File: config.mk
export PLATFORM = sky130hd
export DESIGN_NAME = pr_hrav_dispatcher
export DESIGN_NICKNAME = d
export VERILOG_FILES = /design/src/rtl/pr_hrav_dispatcher.sv
export SDC_FILE = /design/constraint.sdc
export NUM_CORES = 1
export LEC_CHECK = 0
export CAP_MARGIN = 10
export CORE_AREA = 8 8 646 648
export DETAILED_ROUTE_END_ITERATION = 7
export DIE_AREA = 0 0 654 656
export PLACE_DENSITY_LB_ADDON = 0.3
export SYNTH_ARGS = -nofsm -noshare
export SYNTH_HDL_FRONTEND = slang
export SYNTH_SLANG_ARGS = --single-unit
export TNS_END_PERCENT = 20
File: constraint.sdc
create_clock -name ACLK -period 62.7 [get_ports ACLK]
set_clock_uncertainty 0.15 [all_clocks]
set_input_delay 12.54 -clock ACLK [delete_from_list [all_inputs] [get_ports ACLK]]
set_output_delay 12.54 -clock ACLK [all_outputs]
set_load 0.02 [all_outputs]
File: src/rtl/pr_hrav_dispatcher.sv
// pr_hrav_dispatcher: routes RX DMA packets to scanner core 0, core 1 or the ICAP controller.
// Ports:
//   ACLK, ARESET           clock, synchronous active-high reset
//   core_0_enb, core_1_enb 1 = core attached, 0 = de-coupled for partial reconfiguration
//   S_AXIS_*               AXI4-Stream slave from RX DMA (TDATA/TSTRB/TUSER/TVALID/TLAST, TREADY out)
//   CORE0_M_AXIS_*         AXI4-Stream master to scanner core 0
//   CORE1_M_AXIS_*         AXI4-Stream master to scanner core 1
//   ICAP_M_AXIS_*          AXI4-Stream master to ICAP controller
//   drop_cnt               saturating count of dropped / truncated packets
module pr_hrav_dispatcher #(
  parameter int unsigned C_S_AXIS_DATA_WIDTH = 256,
  parameter int unsigned C_M_AXIS_DATA_WIDTH = 256,
  parameter int unsigned C_DEST_LSB          = 0,
  parameter int unsigned C_CNT_WIDTH         = 16
) (
  input  logic                                 ACLK,
  input  logic                                 ARESET,
  input  logic                                 core_0_enb,
  input  logic                                 core_1_enb,

  input  logic [C_S_AXIS_DATA_WIDTH-1:0]       S_AXIS_TDATA,
  input  logic [C_S_AXIS_DATA_WIDTH/8-1:0]     S_AXIS_TSTRB,
  input  logic [127:0]                         S_AXIS_TUSER,
  input  logic                                 S_AXIS_TVALID,
  input  logic                                 S_AXIS_TLAST,
  output logic                                 S_AXIS_TREADY,

  output logic [C_M_AXIS_DATA_WIDTH-1:0]       CORE0_M_AXIS_TDATA,
  output logic [C_M_AXIS_DATA_WIDTH/8-1:0]     CORE0_M_AXIS_TSTRB,
  output logic [127:0]                         CORE0_M_AXIS_TUSER,
  output logic                                 CORE0_M_AXIS_TVALID,
  output logic                                 CORE0_M_AXIS_TLAST,
  input  logic                                 CORE0_M_AXIS_TREADY,

  output logic [C_M_AXIS_DATA_WIDTH-1:0]       CORE1_M_AXIS_TDATA,
  output logic [C_M_AXIS_DATA_WIDTH/8-1:0]     CORE1_M_AXIS_TSTRB,
  output logic [127:0]                         CORE1_M_AXIS_TUSER,
  output logic                                 CORE1_M_AXIS_TVALID,
  output logic                                 CORE1_M_AXIS_TLAST,
  input  logic                                 CORE1_M_AXIS_TREADY,

  output logic [C_M_AXIS_DATA_WIDTH-1:0]       ICAP_M_AXIS_TDATA,
  output logic [C_M_AXIS_DATA_WIDTH/8-1:0]     ICAP_M_AXIS_TSTRB,
  output logic [127:0]                         ICAP_M_AXIS_TUSER,
  output logic                                 ICAP_M_AXIS_TVALID,
  output logic                                 ICAP_M_AXIS_TLAST,
  input  logic                                 ICAP_M_AXIS_TREADY,

  output logic [C_CNT_WIDTH-1:0]               drop_cnt
);

  localparam int unsigned DW  = C_S_AXIS_DATA_WIDTH;
  localparam int unsigned SW  = C_S_AXIS_DATA_WIDTH / 8;
  localparam int unsigned MDW = C_M_AXIS_DATA_WIDTH;
  localparam int unsigned MSW = C_M_AXIS_DATA_WIDTH / 8;
  localparam int unsigned UW  = 128;
  localparam int unsigned CW  = 1 + UW + SW + DW;

  typedef enum logic [1:0] {IDLE, FWD, DROP} state_t;

  // Two-entry skid buffer holding {last, user, strb, data}
  logic [CW-1:0] mem [2];
  logic          wr_ptr;
  logic          rd_ptr;
  logic [1:0]    count;
  logic [1:0]    count_next;
  logic          s_acc;
  logic          pop;

  logic [CW-1:0] head;
  logic          head_valid;
  logic          head_last;
  logic [UW-1:0] head_user;
  logic [SW-1:0] head_strb;
  logic [DW-1:0] head_data;
  logic [1:0]    head_dest;
  logic [2:0]    head_sel;

  state_t        state;
  logic [2:0]    sel_q;
  logic          drop_at_last;
  logic [2:0]    enb_vec;
  logic [2:0]    m_tready;
  logic [2:0]    m_tvalid;
  logic [2:0]    sel_c;
  logic          sel_lost;
  logic [C_CNT_WIDTH-1:0] drop_cnt_inc;

  assign s_acc      = S_AXIS_TVALID & S_AXIS_TREADY;
  assign count_next = count + 2'(s_acc) - 2'(pop);

  assign head       = mem[rd_ptr];
  assign head_valid = (count != 2'd0);
  assign head_last  = head[CW-1];
  assign head_user  = head[DW+SW+UW-1 : DW+SW];
  assign head_strb  = head[DW+SW-1 : DW];
  assign head_data  = head[DW-1:0];
  assign head_dest  = head_user[C_DEST_LSB +: 2];

  // Buffer storage needs no reset; occupancy and pointers do
  always_ff @(posedge ACLK) begin
    if (s_acc) mem[wr_ptr] <= {S_AXIS_TLAST, S_AXIS_TUSER, S_AXIS_TSTRB, S_AXIS_TDATA};
  end

  // Buffer pointers, occupancy and registered slave ready
  always_ff @(posedge ACLK) begin
    if (ARESET) begin
      wr_ptr        <= 1'b0;
      rd_ptr        <= 1'b0;
      count         <= 2'd0;
      S_AXIS_TREADY <= 1'b0;
    end else begin
      if (s_acc) wr_ptr <= ~wr_ptr;
      if (pop)   rd_ptr <= ~rd_ptr;
      count         <= count_next;
      S_AXIS_TREADY <= (count_next != 2'd2);
    end
  end

  // Head-cell destination decode; code 11 selects nothing
  always_comb begin
    head_sel = 3'b000;
    case (head_dest)
      2'b00:   head_sel = 3'b001;
      2'b01:   head_sel = 3'b010;
      2'b10:   head_sel = 3'b100;
      default: head_sel = 3'b000;
    endcase
  end

  assign enb_vec  = {1'b1, core_1_enb, core_0_enb};
  assign m_tready = {ICAP_M_AXIS_TREADY, CORE1_M_AXIS_TREADY, CORE0_M_AXIS_TREADY};

  // Master select, dequeue and enable-loss detection for the current state
  always_comb begin
    sel_c    = 3'b000;
    pop      = 1'b0;
    sel_lost = 1'b0;
    case (state)
      IDLE: begin
        sel_c = head_sel;
        if (head_valid) begin
          if ((head_sel & enb_vec) == 3'b000) pop = 1'b1;
          else                                pop = |(head_sel & m_tready);
        end
      end
      FWD: begin
        sel_lost = ((sel_q & enb_vec) == 3'b000);
        if (!sel_lost) begin
          sel_c = sel_q;
          pop   = head_valid & (|(sel_q & m_tready));
        end
      end
      DROP: pop = head_valid;
      default: ;
    endcase
  end

  // Valid is the only gated master signal; enable loss masks it immediately
  assign m_tvalid = {3{head_valid}} & sel_c & enb_vec;

  assign drop_cnt_inc = (&drop_cnt) ? drop_cnt : drop_cnt + C_CNT_WIDTH'(1);

  // Packet routing FSM and drop counter
  always_ff @(posedge ACLK) begin
    if (ARESET) begin
      state        <= IDLE;
      sel_q        <= 3'b000;
      drop_at_last <= 1'b0;
      drop_cnt     <= '0;
    end else begin
      case (state)
        IDLE: begin
          if (pop) begin
            if ((head_sel & enb_vec) == 3'b000) begin
              if (head_last) begin
                drop_cnt <= drop_cnt_inc;
              end else begin
                state        <= DROP;
                drop_at_last <= 1'b1;
              end
            end else if (!head_last) begin
              state <= FWD;
              sel_q <= head_sel;
            end
          end
        end
        FWD: begin
          if (sel_lost) begin
            // Truncated packet is counted now, not again at its TLAST
            state        <= DROP;
            drop_at_last <= 1'b0;
            drop_cnt     <= drop_cnt_inc;
          end else if (pop && head_last) begin
            state <= IDLE;
          end
        end
        DROP: begin
          if (pop && head_last) begin
            state <= IDLE;
            if (drop_at_last) drop_cnt <= drop_cnt_inc;
          end
        end
        default: state <= IDLE;
      endcase
    end
  end

  // Head cell fanned out to every master
  assign CORE0_M_AXIS_TDATA  = MDW'(head_data);
  assign CORE0_M_AXIS_TSTRB  = MSW'(head_strb);
  assign CORE0_M_AXIS_TUSER  = head_user;
  assign CORE0_M_AXIS_TLAST  = head_last;
  assign CORE0_M_AXIS_TVALID = m_tvalid[0];

  assign CORE1_M_AXIS_TDATA  = MDW'(head_data);
  assign CORE1_M_AXIS_TSTRB  = MSW'(head_strb);
  assign CORE1_M_AXIS_TUSER  = head_user;
  assign CORE1_M_AXIS_TLAST  = head_last;
  assign CORE1_M_AXIS_TVALID = m_tvalid[1];

  assign ICAP_M_AXIS_TDATA   = MDW'(head_data);
  assign ICAP_M_AXIS_TSTRB   = MSW'(head_strb);
  assign ICAP_M_AXIS_TUSER   = head_user;
  assign ICAP_M_AXIS_TLAST   = head_last;
  assign ICAP_M_AXIS_TVALID  = m_tvalid[2];

endmodule

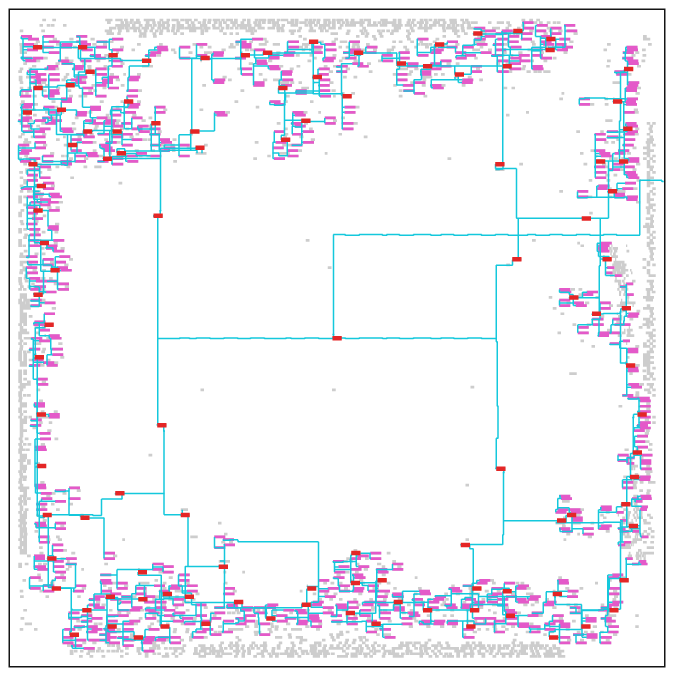
Run 1: clock wires, drivers and flops
(1 px per um)
cells driving clock nets -> red  # count 112
flip-flops -> magenta  # count 862
clock wires -> cyan  # length 14500 um
flops lie = spread over the die

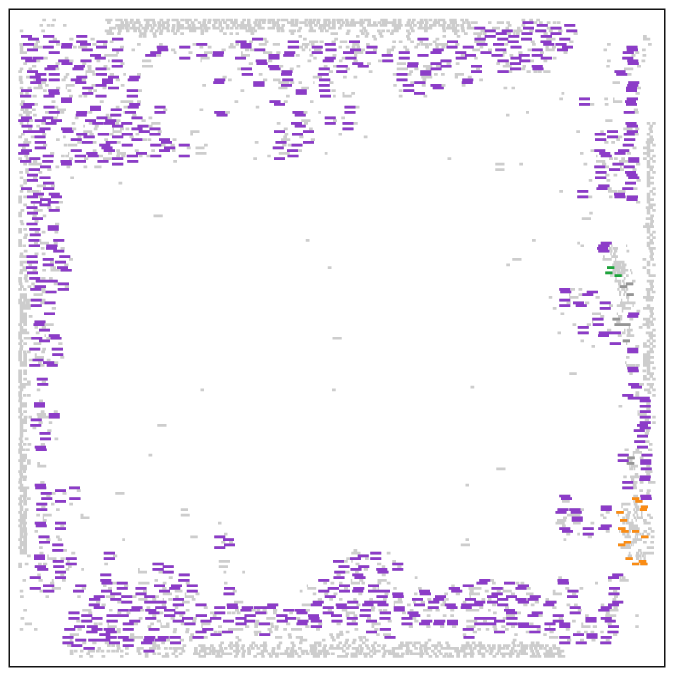
Run 1: register map, names as in the netlist
(1 px per um) Other sequential cells in the stronger gray, the rest of the logic in the fainter gray.
mem -> purple  # sequential cells 834, where spread over the die
drop_cnt -> orange  # sequential cells 16, where south-east
sel_q -> green  # sequential cells 3
sequential fraction of total cell area: 43.4%
P_seq: 736 uW
final core occ: 14.5%

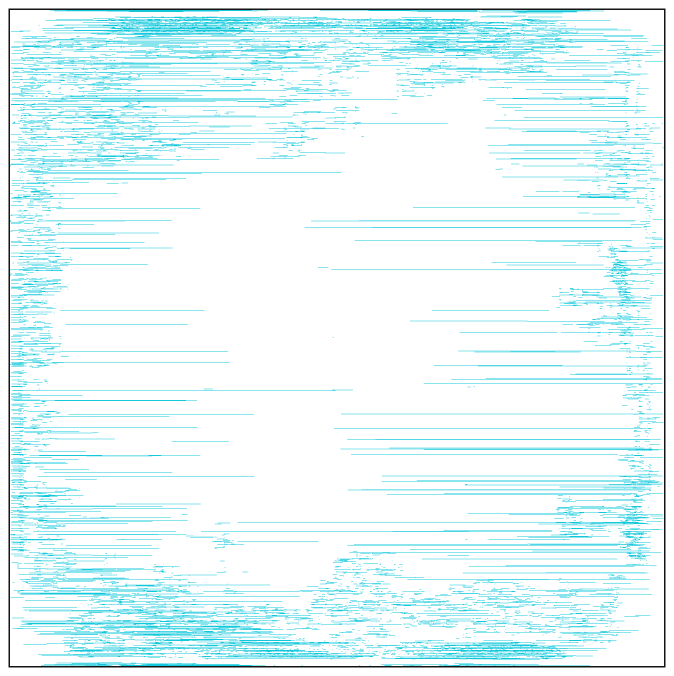
Run 1: the metal 1 layer
(1 px per um)
wire length on this layer = 91.8 mm
nets with wire on the layer = 3225
longest straight run = 401 um
main direction = horizontal
share of all routed wire = 36%
via count: 23300
total wirelength of the detailed-routed design: 253000 um
met1 track demand over resource: 12.0%

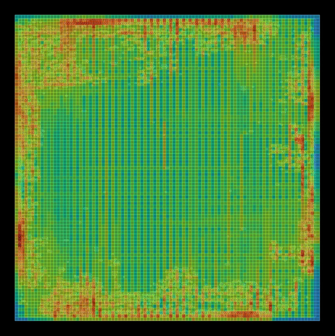
Run 1: routing congestion map
drt wl/cell: 28.6 um
Tot GR Track Use: 11.2%
peak-usage layer in the global routing report: met2
GR met3 Demand/Resource: 5.68%

==> results.ini, run 1 <==
[global_route]
grt_start_max_net_pins=92
grt_remaining_overflow=0
wire_length_of_the_first_global_routing_pass_um=307000
number_of_global_route_vias_before_repair=24200

[clock_network]
post_cts_buffers=0
ctsHtreeMaxLevel=3
clock_insertion_delay_worst_skew_ns=0.78
cts_tree=yes
cts-root-to-sink-buffers=4
cts.sink_count=862
cts_hold_buf=0
clk_transition_reported_paths_ns=0.05
resize_count_post_cts=0
cts-buffers-inserted=112
ctsRootBufferMaster=sky130_fd_sc_hd__clkbuf_16

[layout]
final_layout_size_suffix_gt1_share_pct=18.3
final-seq-area_um2=25600
finalInstanceArea_um2=59000
synthToLayoutAreaGrowth_pct=56.2
commonest_cells_after_routing_fill_and_taps_aside=1695 x sky130_fd_sc_hd__clkdlybuf4s50_1, 834 x sky130_fd_sc_hd__edfxtp_1, 416 x sky130_fd_sc_hd__mux2_2
filler_cell_count=45400
fin_nets=3695
final_layout_top_logic_cell=sky130_fd_sc_hd__clkdlybuf4s50_1

[routing]
drt.antenna.violating_nets=0
average_via_count_per_standard_cell=2.64
detailedRoute.firstIterationViolations=1306
firstDrtPassIters=4
route.detailed.drc=0

[synthesis]
yosys_register_bits=862
xor_share_pct=0.278
synth_warnings=0
synthesis.area_per_instance_um2=16.3
synth.yosys.num_cells=2318
ys_top_logic_family=buffers and inverters
synth_adder_area_share_pct=0.0994
ys_sh_mux_pct=12.6
ff_type=sky130_fd_sc_hd__edfxtp_1
enable_flop_cells=834
synthesis.nets=2746
ys_seq_share_pct=67.8
syn_area_um2=37800

[job]
warning_count=26
cap_viol_max_count=0

[pwr]
p_per_area_nw_per_um2=47.8
leakage_power_summed_over_all_cells_nw=18.2

[floorplanning]
die-width_um=654
floorplan.die.height_um=656
initCoreUtil_pct=9.27
coreArea_um2=408000
die-area_um2=429000
floorplan.rows=235

[placement]
dpl-instance-area_um2=55300
port-buffer-count=1695
preCtsSetupSlack_ns=35.22

[status]
status=finished clean

[setup_path]
cp-startpoint=core_1_enb
worst-path-max-fanout=4
cp_data_required_time_ns=50.01
regToRegStartpoint=S_AXIS_TREADY
startpoint_type=input port
critPathArrivalTime_ns=14.74
timing.critical_path.to_type=output port

[sta]
hold_viol=0
post-route-min-period_ns=27.43
timing.slew.headroom_pct=23.6
fin_tns_setup_ns=0
max_freq_mhz=36.5
worst_slack_ns=35.27
timing.hold.ws_ns=0.399
post-route-period-util_pct=43.8
rsz0062_at_grt=false
finalSetupViolations=0
number_of_pins_exceeding_their_max_slew_limit_in_the_final_report=0
max_slew.worst_pin.slew_ns=1.14

[min_path]
worstHoldStart=sel_q[1]
hold_path_class=reg -> reg

run 1: state kept, by name (all words and copies together) (netlist names), named ones only:
register and flops:
count 2, state 2, mem 834, wr_ptr 1, rd_ptr 1, drop_at_last 1, sel_q 3, S_AXIS_TREADY 1
drop_cnt 16
run 1: critical path, stage by stage:
cell and delay (ns):
sky130_fd_sc_hd__clkdlybuf4s50_1 0.73, sky130_fd_sc_hd__a221oi_4 0.14, sky130_fd_sc_hd__nor3b_1 0.36, sky130_fd_sc_hd__a22oi_1 0.12
sky130_fd_sc_hd__nor2_1 0.19, sky130_fd_sc_hd__clkdlybuf4s50_1 0.66
run 1: where the power goes:
group          total, mW  switching, mW  leakage (nW)  internal, mW
Sequential         0.736         0.0193          7.86         0.717
Clock              0.640          0.256          1.75         0.384
Combinational       1.45          0.871          8.60         0.574
Total               2.82           1.15          18.2          1.67
run 1: Yosys cell counts, types with 3 or more instances:
master | count | area, um^2
sky130_fd_sc_hd__a21oi_1 | 7 | 35.0
sky130_fd_sc_hd__a31o_2 | 4 | 35.0
sky130_fd_sc_hd__buf_1 | 5 | 18.8
sky130_fd_sc_hd__buf_2 | 3 | 15.0
sky130_fd_sc_hd__buf_4 | 834 | 6260
sky130_fd_sc_hd__clkbuf_1 | 44 | 165
sky130_fd_sc_hd__dfxtp_1 | 28 | 561
sky130_fd_sc_hd__edfxtp_1 | 834 | 25000
sky130_fd_sc_hd__ha_1 | 3 | 37.5
sky130_fd_sc_hd__inv_1 | 9 | 33.8
sky130_fd_sc_hd__mux2_2 | 416 | 4680
sky130_fd_sc_hd__mux2i_1 | 6 | 60.1
sky130_fd_sc_hd__nand2_1 | 12 | 45.0
sky130_fd_sc_hd__nand2b_1 | 4 | 25.0
sky130_fd_sc_hd__nand3_1 | 4 | 20.0
sky130_fd_sc_hd__nand4_1 | 4 | 25.0
sky130_fd_sc_hd__nor2_1 | 33 | 124
sky130_fd_sc_hd__nor2b_1 | 3 | 18.8
sky130_fd_sc_hd__nor3_1 | 8 | 40.0
sky130_fd_sc_hd__nor4_1 | 4 | 25.0
sky130_fd_sc_hd__o21ai_0 | 3 | 15.0
sky130_fd_sc_hd__xnor2_1 | 10 | 87.6
run 1: routing by layer:
layer  wire length (um)  share of wire [%]  global-route usage [%]  vias to the layer above
met3              29700                 12                    5.68                      547
met1              91800                 36                    12.0                    11800
met5                909               0.36                       0                        -
met2             125000                 49                    19.9                     1350
met4               5390                2.1                    1.74                      138
li1                   -                  -                       -                     9525
run 1: layout make-up:
class	instances	area share (%)
Sequential cell	862	43.4
Tap cell	5451	11.6
Clock inverter	63	1.16
Timing Repair Buffer	1722	29.1
Clock buffer	134	4.96
Antenna cell	30	0.127
Inverter	9	0.0572
Multi-Input combinational cell	560	9.63
run 1: stage by stage:
step           utilization, %  instances
3_5_place_dp             13.6       8604
4_1_cts                  14.5       8801
2_1_floorplan               -       2318
3_3_place_gp             13.6       8604
6_report                 14.5       8831
5_1_grt                  14.5       8804
run 1: path summary, 6_finish.rpt:
path / cells past startpoint / endpoint
setup reg to reg: 7 / mem[0][2]
hold / removal: 2 / sel_q[1]
hold reg to reg: 2 / sel_q[1]
setup / recovery: 6 / CORE0_M_AXIS_TVALID
==> run 2, diff against run 1 <==
CORE_AREA = 8 8 656 658   (was 8 8 646 648)
DIE_AREA = 0 0 664 666   (was 0 0 654 656)
clock period = 26.9 ns   (was 62.7 ns; I/O delays follow)
==> results.ini, run 2 <==
[status]
status=finished with violations  ; was finished clean
violated_checks=antenna violations

[clock_network]
post_cts_buffers=0  ; unchanged
ctsHtreeMaxLevel=3  ; unchanged
ctsRootBufferMaster=sky130_fd_sc_hd__clkbuf_16  ; unchanged
resize_count_post_cts=0  ; unchanged
cts.sink_count=862  ; unchanged
cts-buffers-inserted=112  ; unchanged
cts_tree=yes  ; unchanged

[sta]
post-route-period-util_pct=48.8
hold_viol=0  ; unchanged
worst_slack_ns=13.76  ; was 35.27 ns
timing.slew.headroom_pct=29.2  ; was 23.6%
number_of_pins_exceeding_their_max_slew_limit_in_the_final_report=0  ; unchanged
post-route-min-period_ns=13.14
fin_tns_setup_ns=0  ; unchanged
finalSetupViolations=0  ; unchanged
rsz0062_at_grt=false  ; unchanged
max_slew.worst_pin.slew_ns=1.06  ; was 1.14 ns

[setup_path]
chain_of_cells_forming_the_critical_path=clkdlybuf4s50_1, a221oi_4, nor3b_1, a22oi_1, nor2_1, clkdlybuf4s50_1  ; unchanged
critical_path.most_common_cell=sky130_fd_sc_hd__clkdlybuf4s50_1  ; unchanged
critical_path.slowest_cell=sky130_fd_sc_hd__clkdlybuf4s50_1  ; unchanged
startpoint_type=input port  ; unchanged
timing.critical_path.to_type=output port  ; unchanged
critPathArrivalTime_ns=7.61  ; was 14.74 ns
worst-path-max-fanout=4  ; unchanged
critPathMaxStageDelay_ns=0.67  ; was 0.73 ns

[layout]
filler_cell_count=46700  ; was 45400
commonest_cells_after_routing_fill_and_taps_aside=1694 x sky130_fd_sc_hd__clkdlybuf4s50_1, 834 x sky130_fd_sc_hd__edfxtp_1, 416 x sky130_fd_sc_hd__mux2_2  ; was 1695 x sky130_fd_sc_hd__clkdlybuf4s50_1, 834 x sky130_fd_sc_hd__edfxtp_1, 416 x sky130_fd_sc_hd__mux2_2
final_layout_top_logic_cell=sky130_fd_sc_hd__clkdlybuf4s50_1  ; unchanged
reg.largest.list=mem x834, drop_cnt x16, sel_q x3  ; unchanged
fin_nets=3699  ; was 3695
final_core_occ_pct=14.1  ; was 14.5%
synthToLayoutAreaGrowth_pct=56.5  ; was 56.2%
top_reg_by_flops=mem  ; unchanged

[global_route]
grtUsageTotal_pct=11.1  ; was 11.2%
wire_length_of_the_first_global_routing_pass_um=312000  ; was 307000 um

[pwr]
leakage_power_summed_over_all_cells_nw=18.2  ; about the same

[routing]
via_count=23400  ; was 23300
route.detailed.drc=0  ; unchanged
drt.antenna.violating_nets=1  ; was 0
firstDrtPassIters=6  ; was 4
detailedRoute.firstIterationViolations=1540  ; was 1306

[placement]
port-buffer-count=1695  ; unchanged
dpl-instance-area_um2=55400  ; was 55300 um^2
preCtsSetupSlack_ns=13.76  ; was 35.22 ns

[floorplanning]
die-area_um2=442000  ; was 429000 um^2
die-width_um=664  ; was 654 um
coreArea_um2=419000  ; was 408000 um^2
floorplan.die.height_um=666  ; was 656 um

[synthesis]
yosys_register_bits=862  ; unchanged
synth.yosys.num_cells=2318  ; unchanged
yosys-top-cells-area=sky130_fd_sc_hd__edfxtp_1 66%, sky130_fd_sc_hd__buf_4 17%, sky130_fd_sc_hd__mux2_2 12%  ; unchanged
syn_area_um2=37800  ; unchanged
top_area_cell=sky130_fd_sc_hd__edfxtp_1  ; unchanged
netlist_top_cells_count=834 x sky130_fd_sc_hd__buf_4, 834 x sky130_fd_sc_hd__edfxtp_1, 416 x sky130_fd_sc_hd__mux2_2  ; unchanged
enable_flop_cells=834  ; unchanged
ff_type=sky130_fd_sc_hd__edfxtp_1  ; unchanged
synthesis.nets=2746  ; unchanged
ys_seq_share_pct=67.8  ; unchanged

[min_path]
min_path_cells=2  ; unchanged
hold_path_class=reg -> reg  ; unchanged

[job]
warning_count=33  ; was 26

## run 2: netlist changes by cell type in the layout (fill, tap and decap cells not counted), sizes merged
cell / change
diode: +12
clkdlybuf4s50: -1
clkbuf: -1
clkinvlp: +1
buf: +5
inv: +2
clkinv: +4
bufinv: -2
## run 2: cells by family (layout without fill, tap and decap cells)
family	count (synthesis)	count (layout)	synth area share, %
buffers and inverters	896	1936	17.2
flip-flops	862	862	67.8
multiplexers	424	424	12.6
AND/OR/NAND/NOR	87	87	1.20
AND-OR/OR-AND	34	34	0.808
XOR/XNOR	12	12	0.278
adder cells (fa/ha/maj)	3	3	0.0994
other	0	42	0
## run 2: metrics by stage
step                      hold slack, ns  cells  total power, mW
after floorplan                    0.330   2318             3.82
after global placement             0.372   8677             5.23
after detailed placement           0.378   8677             5.23
after CTS                          0.388   8878             6.77
after global routing               0.401   8888             6.84
final                              0.389   8920             6.58
## run 2: where the power goes
part	switching (mW)	internal (mW)	total [mW]
logic	2.05	1.34	3.39
clock network	0.607	0.872	1.48
registers	0.0428	1.67	1.71
total	2.70	3.88	6.58
## run 2: layout make-up
cell class                 instances  area share (%)
clock buffer                     133            4.91
inverter                           9          0.0571
clock inverter                    68            1.12
tap                             5520            11.7
timing repair buffer            1726            29.1
multi-input combinational        560            9.62
antenna                           42           0.178
sequential                       862            43.3
## run 2: worst paths after layout
path	from	to	slack [ns]
max	core_0_enb	CORE0_M_AXIS_TVALID	13.76
min	sel_q[1]	sel_q[1]	0.39
max reg2reg	wr_ptr	mem[1][279]	22.39
min reg2reg	sel_q[1]	sel_q[1]	0.39
## run 2: routing by layer
metal | routed length (um) | vias to the layer above | track usage, %
li1 | - | 9561 | -
met4 | 6070 | 118 | 1.92
met2 | 132000 | 1448 | 20.3
met5 | 804 | - | 0
met3 | 30600 | 562 | 5.70
met1 | 89400 | 11700 | 11.4
## run 2: worst max-delay path, delay by kind of cell
| family | cells | cell delay, ns |
|---|---|---|
| simple gates | 2 | 0.61 |
| compound gates | 2 | 0.30 |
| buf+inv | 2 | 1.31 |
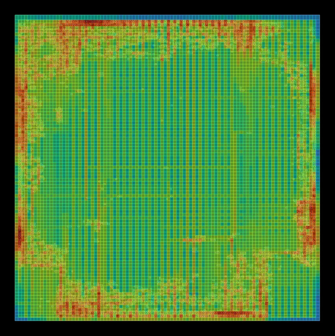
Run 2: routing congestion map
drt wl/cell: 29.0 um
met1 track demand over resource: 11.4%
GR met3 Demand/Resource: 5.70%
global-route track usage on met2: 20.3%

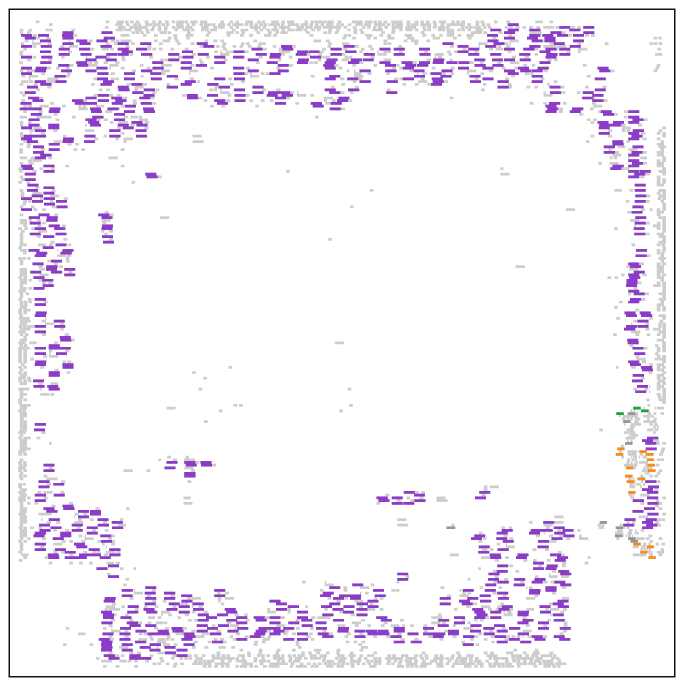
Run 2: register map, names as in the netlist
(1 px per um) Other sequential cells in the stronger gray, the rest of the logic in the fainter gray.
drop_cnt -> orange  # sequential cells 16
sel_q -> green  # sequential cells 3
mem -> purple  # sequential cells 834, where spread over the die
not colored = 9

==> run 3, diff against run 2 <==
CORE_AREA = 8 8 650 652   (was 8 8 656 658)
DIE_AREA = 0 0 658 660   (was 0 0 664 666)
clock period = 11.6 ns   (was 26.9 ns; I/O delays follow)
==> results.ini, run 3 <==
[clock_network]
clock_insertion_delay_worst_skew_ns=0.81  ; was 0.78 ns
ctsRootBufferMaster=sky130_fd_sc_hd__clkbuf_16  ; unchanged
post_cts_buffers=0  ; unchanged
cts-root-to-sink-buffers=4  ; unchanged
cts_tree=yes  ; unchanged
cts_hold_buf=0  ; unchanged

[synthesis]
ys_seq_share_pct=67.8  ; unchanged
synth.yosys.num_cells=2318  ; unchanged
top_area_cell=sky130_fd_sc_hd__edfxtp_1  ; unchanged
post-synth-top-area-fraction_pct=66.3  ; unchanged
synth_warnings=0  ; unchanged
yosys-top-cells-area=sky130_fd_sc_hd__edfxtp_1 66%, sky130_fd_sc_hd__buf_4 17%, sky130_fd_sc_hd__mux2_2 12%  ; unchanged

[sta]
finalSetupViolations=0  ; unchanged
rsz0062_at_grt=false  ; unchanged
timing.slew.headroom_pct=25.0  ; was 29.2%
max_freq_mhz=135
post-route-period-util_pct=64.0
post-route-min-period_ns=7.42
max_slew.worst_pin.slew_ns=1.13  ; was 1.06 ns

[setup_path]
critPathArrivalTime_ns=4.95  ; was 7.61 ns
critical_path.slowest_cell=sky130_fd_sc_hd__clkdlybuf4s50_1  ; unchanged
timing.critical_path.to_type=output port  ; unchanged
chain_of_cells_forming_the_critical_path=clkdlybuf4s50_1, a221oi_4, nor3b_1, a22oi_1, nor2_1, clkdlybuf4s50_1  ; unchanged
cp_data_required_time_ns=9.13  ; was 21.37 ns

[global_route]
grt_start_max_net_pins=118  ; was 104
wire_length_of_the_first_global_routing_pass_um=314000  ; was 312000 um
grt_remaining_overflow=0  ; unchanged

[status]
status=finished clean  ; was finished with violations

[job]
warning_count=35  ; was 33

[layout]
final_layout_top_logic_cell=sky130_fd_sc_hd__clkdlybuf4s50_1  ; unchanged
finalInstanceArea_um2=59100  ; about the same
flip_flop_count_of_the_largest_register_after_layout=834  ; unchanged
final_layout_size_suffix_gt1_share_pct=18.6  ; was 18.4%
fin_nets=3689  ; was 3699

[pwr]
seq_power_share_pct=25.8  ; was 26.0%
p_per_area_nw_per_um2=260  ; was 111 nW/um^2

[min_path]
hold_path_class=reg -> reg  ; unchanged

[placement]
port-buffer-count=1695  ; unchanged

[routing]
average_via_count_per_standard_cell=2.63  ; about the same

[floorplanning]
coreArea_um2=412000  ; was 419000 um^2
die-width_um=658  ; was 664 um
die-area_um2=434000  ; was 442000 um^2
floorplan.rows=236  ; was 238

## run 3: worst paths after layout
| check | endpoint | startpoint | slack (ns) |
|---|---|---|---|
| worst max-delay path | CORE0_M_AXIS_TVALID | core_0_enb | 4.18 |
| worst min-delay path | sel_q[1] | sel_q[1] | 0.40 |
| worst max register to register | S_AXIS_TREADY | flop | 7.80 |
| worst min register to register | sel_q[1] | sel_q[1] | 0.40 |
## run 3: area by class of cell
| type | count | share of cell area (%) |
|---|---|---|
| Inverter | 9 | 0.0572 |
| Sequential cell | 862 | 43.3 |
| Timing Repair Buffer | 1714 | 29.1 |
| Antenna cell | 36 | 0.152 |
| Clock buffer | 127 | 4.95 |
| Tap cell | 5474 | 11.6 |
| Clock inverter | 81 | 1.14 |
| Multi-Input combinational cell | 560 | 9.62 |
## run 3: through the flow
stage,setup TNS (ns),cells
3_3_place_gp,0,8619
5_1_grt,0,8837
4_1_cts,0,8827
3_5_place_dp,0,8619
6_report,0,8863
2_1_floorplan,-506.46,2318
## run 3: logic make-up (layout without fill, tap and decap cells)
family | Yosys count | in the layout | share of synthesized area, %
flops | 862 | 862 | 67.8
xor+xnor | 12 | 12 | 0.278
buf+inv | 896 | 1931 | 17.2
simple gates | 87 | 87 | 1.20
fa+ha+maj | 3 | 3 | 0.0994
compound gates | 34 | 34 | 0.808
mux | 424 | 424 | 12.6
other cells | 0 | 36 | 0
## run 3: layer usage
layer | vias up | wire length, um | global-route usage [%]
met5 | - | 1070 | 0
met2 | 1396 | 126000 | 19.7
met4 | 162 | 5560 | 1.92
li1 | 9529 | - | -
met3 | 521 | 39700 | 7.92
met1 | 11700 | 89800 | 11.5
## run 3: tightest hold or removal path, stage by stage, from the launching register on
cell	delay, ns
sky130_fd_sc_hd__dfxtp_1	0.37
sky130_fd_sc_hd__inv_1	0.07
sky130_fd_sc_hd__a21oi_1	0.05
## run 3: power by group through the flow
stage / combinational (mW) / sequential [mW] / clock, mW
global route: 8.33 / 4.01 / 3.69
global placement: 8.25 / 4.03 / 0
floorplan: 4.57 / 4.12 / 0
finish: 7.96 / 3.97 / 3.44
CTS: 8.27 / 3.97 / 3.61
detailed placement: 8.23 / 4.04 / 0
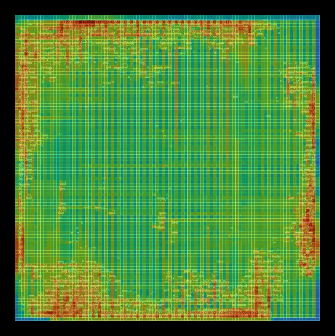
Run 3: routing congestion map
global-route track usage on met2: 19.7%
Tot GR Track Use: 11.5%

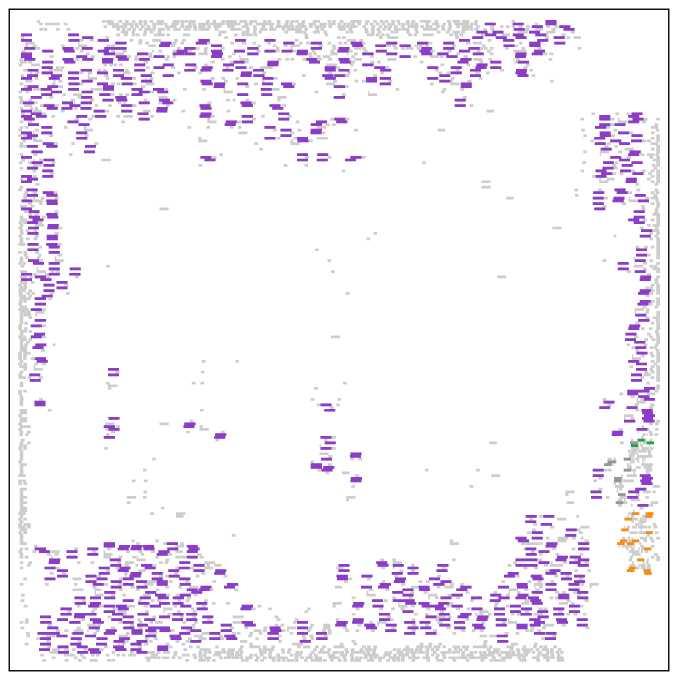
Run 3: register map, names as in the netlist
(1 px per um) Other sequential cells in the stronger gray, the rest of the logic in the fainter gray.
mem -> purple  # sequential cells 834, where spread over the die
sel_q -> green  # sequential cells 3
drop_cnt -> orange  # sequential cells 16, where south-east
final core occ: 14.3%
Sequential cell area: 25600 um^2

No activity file was given, so power comes from the tool's default toggle rates.
